==> config.mk <==
export PLATFORM = sky130hd
export DESIGN_NAME = ucb_float_codec_pipe_flat
export DESIGN_NICKNAME = d
export VERILOG_FILES = /design/src/rtl/ucb_float_codec_pipe_if.sv /design/src/rtl/ucb_float_codec_pipe.sv /design/src/flat_wrapper.sv
export SDC_FILE = /design/constraint.sdc
export NUM_CORES = 1
export LEC_CHECK = 0
export ABC_CLOCK_PERIOD_IN_PS = 11100
export CORE_ASPECT_RATIO = 0.9
export CORE_MARGIN = 8
export CORE_UTILIZATION = 53
export DETAILED_ROUTE_END_ITERATION = 8
export PLACE_DENSITY = 0.81
export SLEW_MARGIN = 5
export SYNTH_ARGS = -nofsm -noshare
export SYNTH_HDL_FRONTEND = slang
export SYNTH_SLANG_ARGS = --single-unit
==> constraint.sdc <==
create_clock -name clk -period 11.1 [get_ports clk]
set_input_delay 3.33 -clock clk [delete_from_list [all_inputs] [get_ports clk]]
set_output_delay 3.33 -clock clk [all_outputs]
set_load 0.05 [all_outputs]
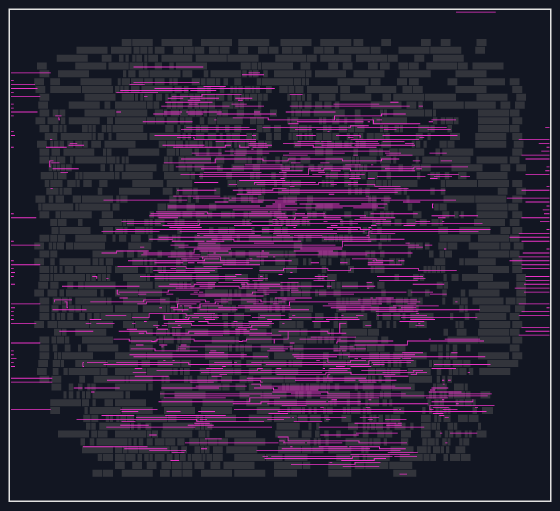
*Met3 routing*
Cells faint in the background.
nets with wire on the layer: 368
longest straight run: 78.7 microns
main direction: horizontal
wire length on this layer: 8,770 microns
share of all routed wire: 15%
total routed wirelength: 57,000 microns
global-route met3 utilization: 12.5%

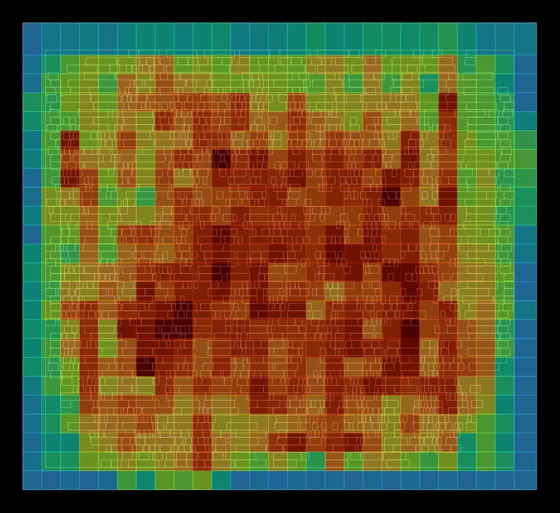
*Routing congestion*
GR met2 Demand/Resource: 50.9%
GR met1 Demand/Resource: 45.8%

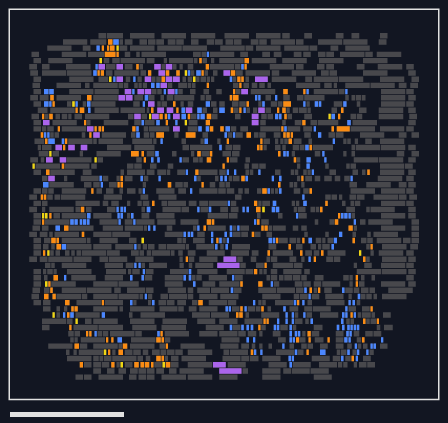
*Logic cells by family*
Scale bar: 50 microns.
legend:
  orange:
    family: nor cells
    cells: 206
    most_used: nor2_1
    where: widely spread
  blue:
    family: nand cells
    cells: 246
    most_used: nand2_1
  purple:
    family: xor and xnor cells
    cells: 43
    most_used: xor2_1
  yellow:
    family: inv cells
    cells: 24
    most_used: inv_1
Top cell excl fill/tap: sky130_fd_sc_hd__nand2_1
Comb area share: 52.5%
fin cells: 1,888

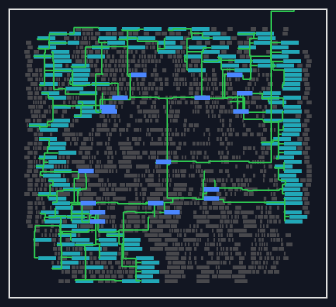
*Clock network drawn from the DEF*
legend:
  cyan:
    item: flip-flops
    count: 165
  green:
    item: clock wires
    length: 2,380 microns
  blue:
    item: clock-net drivers
    count: 17
flops lie: widely spread
maximum clock skew at final layout: 0.0117 ns
clock network fraction of total power: 32.1%
Clock Latency Late Sink: 0.45 ns
total clock network power: 0.601 mW

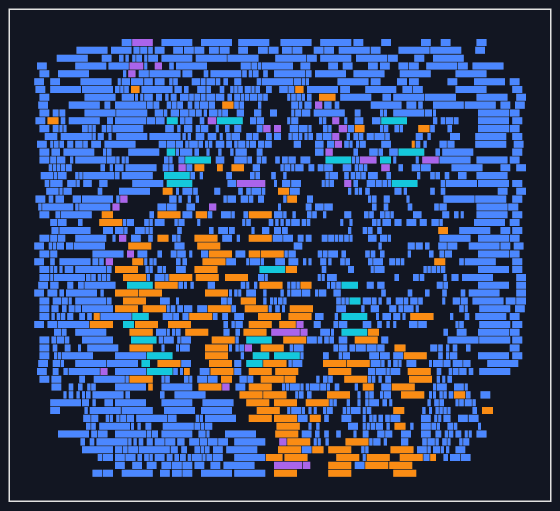
*Sizing map*
legend:
  purple:
    size: x3 and x4
    cells: 34
    share: 2.2%
  orange:
    size: x2
    cells: 131
    share: 8.5%
  cyan:
    size: x6 and larger
    cells: 27
    share: 1.8%
  blue:
    size: x1 and smaller
    cells: 1,347
    share: 88%
count of plain and timing-repair buffers: 174
Worst Setup Slack, final: 2.77 ns
Area Overhead vs Synth: 16.0%
Finished Cell Area: 0.0163 sq mm

==> Table 3: Implementation characteristics <==
Physical implementation characteristics

Parameter                              Value

Status
  Result of the run .................. complete, no violations

Worst setup path
  CP Data Arrival Time .................. 5.00 ns
  Top delay family on crit path .................. buffers and inverters
  Critical path start-end classification .................. in2out
  Capturing element type of the critical path .................. output pin
  WP buf/inv .................. 2
  Critical-path top delay cell .................. sky130_fd_sc_hd__clkdlybuf4s50_1
  Startpoint Class .................. primary input
  Flop2flop setup slack .................. 6.51 ns
  CP Max Fanout .................. 4
  Biggest cell delay along the critical path .................. 0.74 ns
  Number of cells on the critical path .................. 4
  R2R depth .................. 9
  Most numerous cell on the critical path .................. sky130_fd_sc_hd__clkdlybuf4s50_1
  Ordered list of cells on the worst path .................. clkdlybuf4s50_1 > nor2b_1 > nand3b_1 > clkdlybuf4s50_1

GRT
  Overflow left after global routing .................. 0
  Number of global-route vias before repair .................. 12,900
  Initial antenna violation count .................. 2
  Highest-utilization routing layer at the global route stage .................. met2
  Global-route wire length before repair .................. 84,500 microns
  Global-route usage over all layers .................. 35.1%
  Maximum number of pins on one net before global-route repair .................. 85

Power and ir drop
  Leakage Power .................. 5.55 nW
  Net switching power of the design .................. 0.658 mW
  Seq pwr .................. 0.769 mW
  Worst-case vdd ir drop .................. 70.6 uV
  Cell Int Power .................. 1.21 mW
  Reported combinational group power .................. 0.501 mW
  Pwr top .................. sequential cells
  Net switching share of the total power .................. 35.2%
  Part of the power in combinational logic .................. 26.8%
  Pwr/cell area .................. 115 mW/mm^2
  Overall power consumption .................. 1.87 mW
  Share of power burned in registers .................. 41.1%

Logic synthesis
  #FFs+latches synth .................. 165
  Proportion of synthesized flip-flops having asynchronous set or reset .................. 0%
  Cell taking the most area after synthesis .................. sky130_fd_sc_hd__edfxtp_1
  Mux frac, synth .................. 22.4%
  Post-Synth AOI/OAI Area .................. 18.0%
  Post-Synthesis Mean Instance Area .................. 9.76 sq um
  Sequential cell area fraction in the yosys report .................. 35.1%
  Commonest cells post-synth .................. sky130_fd_sc_hd__nand2_1 (190), sky130_fd_sc_hd__edfxtp_1 (163), sky130_fd_sc_hd__nor2_1 (133)
  Yosys synthesis warning count .................. 0
  Ys flop type .................. sky130_fd_sc_hd__edfxtp_1
  Adder-cell share of the synthesized area .................. 0.802%
  Cell count after synthesis .................. 1,439
  Area share of the largest cell type after synthesis .................. 34.9%
  Summed instance area of the synthesized netlist .................. 0.0140 sq mm
  Post-synth area from yosys stat .................. 0.0140 sq mm
  Number of enable-type register cells in the synthesized netlist .................. 163
  Number of cells in the yosys synthesis report .................. 1,439
  Main area contributors after synthesis .................. sky130_fd_sc_hd__edfxtp_1 (35%), sky130_fd_sc_hd__mux4_2 (14%), sky130_fd_sc_hd__mux2i_1 (6.3%), sky130_fd_sc_hd__nand2_1 (5.1%), sky130_fd_sc_hd__nor2_1 (3.6%)
  Most common cell in the synthesized netlist .................. sky130_fd_sc_hd__nand2_1
  Distinct cell type count of the synthesized netlist .................. 80
  XOR/XNOR Area Share .................. 2.84%
  Dominant non-sequential cell family after synthesis .................. multiplexers
  Number of nets at floorplan .................. 1,522
  Simple share .................. 16.3%

Flow run
  Maximum capacitance violations .................. 0
  Number of warnings in the stage logs .................. 31

Timing
  Tcrit/Tclk final .................. 75.1%
  Pins Over Slew Limit .................. 0
  TNS Setup .................. 0 ns
  Maximum frequency from static timing analysis .................. 0.120 GHz
  RSZ-0062 raised after global routing .................. no
  Min Clock Period, post-route .................. 8.33 ns
  Max-slew headroom at the worst pin .................. 23.7%
  Final hold violation count .................. 0
  Transition time at the pin with the least slew margin .................. 1.14 ns
  Worst-case hold slack .................. 0.426 ns

Final layout
  Flip-flop and latch share of the layout cell area .................. 30.3%
  Number of filler instances in the final layout .................. 2,224
  ClkCell Share .................. 3.61%
  Post-Route Utilization .................. 62.5%
  Number of antenna diodes .................. 1
  Fraction of final layout cells with drive strength greater than 1 .................. 12.5%
  Count of sequential standard cells .................. 165
  Comb gates .................. 1,144
  Combined area of the multi-input logic cells .................. 0.00855 sq mm
  Most frequent cells in the layout .................. sky130_fd_sc_hd__nand2_1 (190), sky130_fd_sc_hd__edfxtp_1 (163), sky130_fd_sc_hd__clkdlybuf4s50_1 (150), sky130_fd_sc_hd__nor2_1 (133), sky130_fd_sc_hd__a21oi_1 (98)
  Total of clock buffers placed in the layout .................. 17
  # nets final .................. 1,609
  Non-clock inverter instance count of the final layout .................. 24
  Largest register FFs .................. 65
  Proportion of final cell area spent on non-clock buffers .................. 10.3%
  Area used by sequential logic in the layout .................. 0.00493 sq mm
  Largest area class, layout .................. logic gates

Clock network
  PostCTS Resize Cnt .................. 0
  Number of H-tree branching levels .................. 4
  Clock tree from TritonCTS .................. built
  Maximum root-to-sink buffer count .................. 2
  Post-cts hold buffer count .................. 0
  Clock sink count .................. 165
  Library cell used as clock root buffer .................. sky130_fd_sc_hd__clkbuf_16
  Number of buffers inserted to repair setup after CTS .................. 0
  CTS Buf Count .................. 17
  Reg clk slew, reported paths .................. 0.07 ns

Min path
  Number of stages on the worst hold path .................. 0
  Worst hold path class .................. reg2reg

Placed design
  Placed insts .................. 1,855
  Place WS .................. 2.76 ns
  Weighted congestion at the end of routability-driven global placement .................. 1.21
  Total half-perimeter wirelength after legalization and detailed placement .................. 40,900 microns
  Count of input and output buffers .................. 150
  Placed cell area .................. 0.0157 sq mm

Die
  Width of the chip .................. 188 microns
  Vertical die dimension .................. 170 microns
  Ports placed on the boundary .................. 151
  Row count .................. 56
  Die Size .................. 0.0320 sq mm
  Placeable Area .................. 0.0261 sq mm
  Initial core utilization .................. 53.9%
  Well Taps .................. 348

Routing
  Antenna violation net count after detailed routing .................. 0
  Met3 WL post-DR .................. 8770 microns
  Via count of the routed design .................. 13,600
  Routed met1 length .................. 20,900 microns
  DRC violations left .................. 0
  DRT iter0 DRCs .................. 2,323
  Wire length per cell .................. 30.2 microns
  Vias per inst .................. 7.21
  Total met2 wirelength after detailed routing .................. 24,000 microns
  Highest layer used for signal routing .................. met5
No activity file was given, so power comes from the tool's default toggle rates.
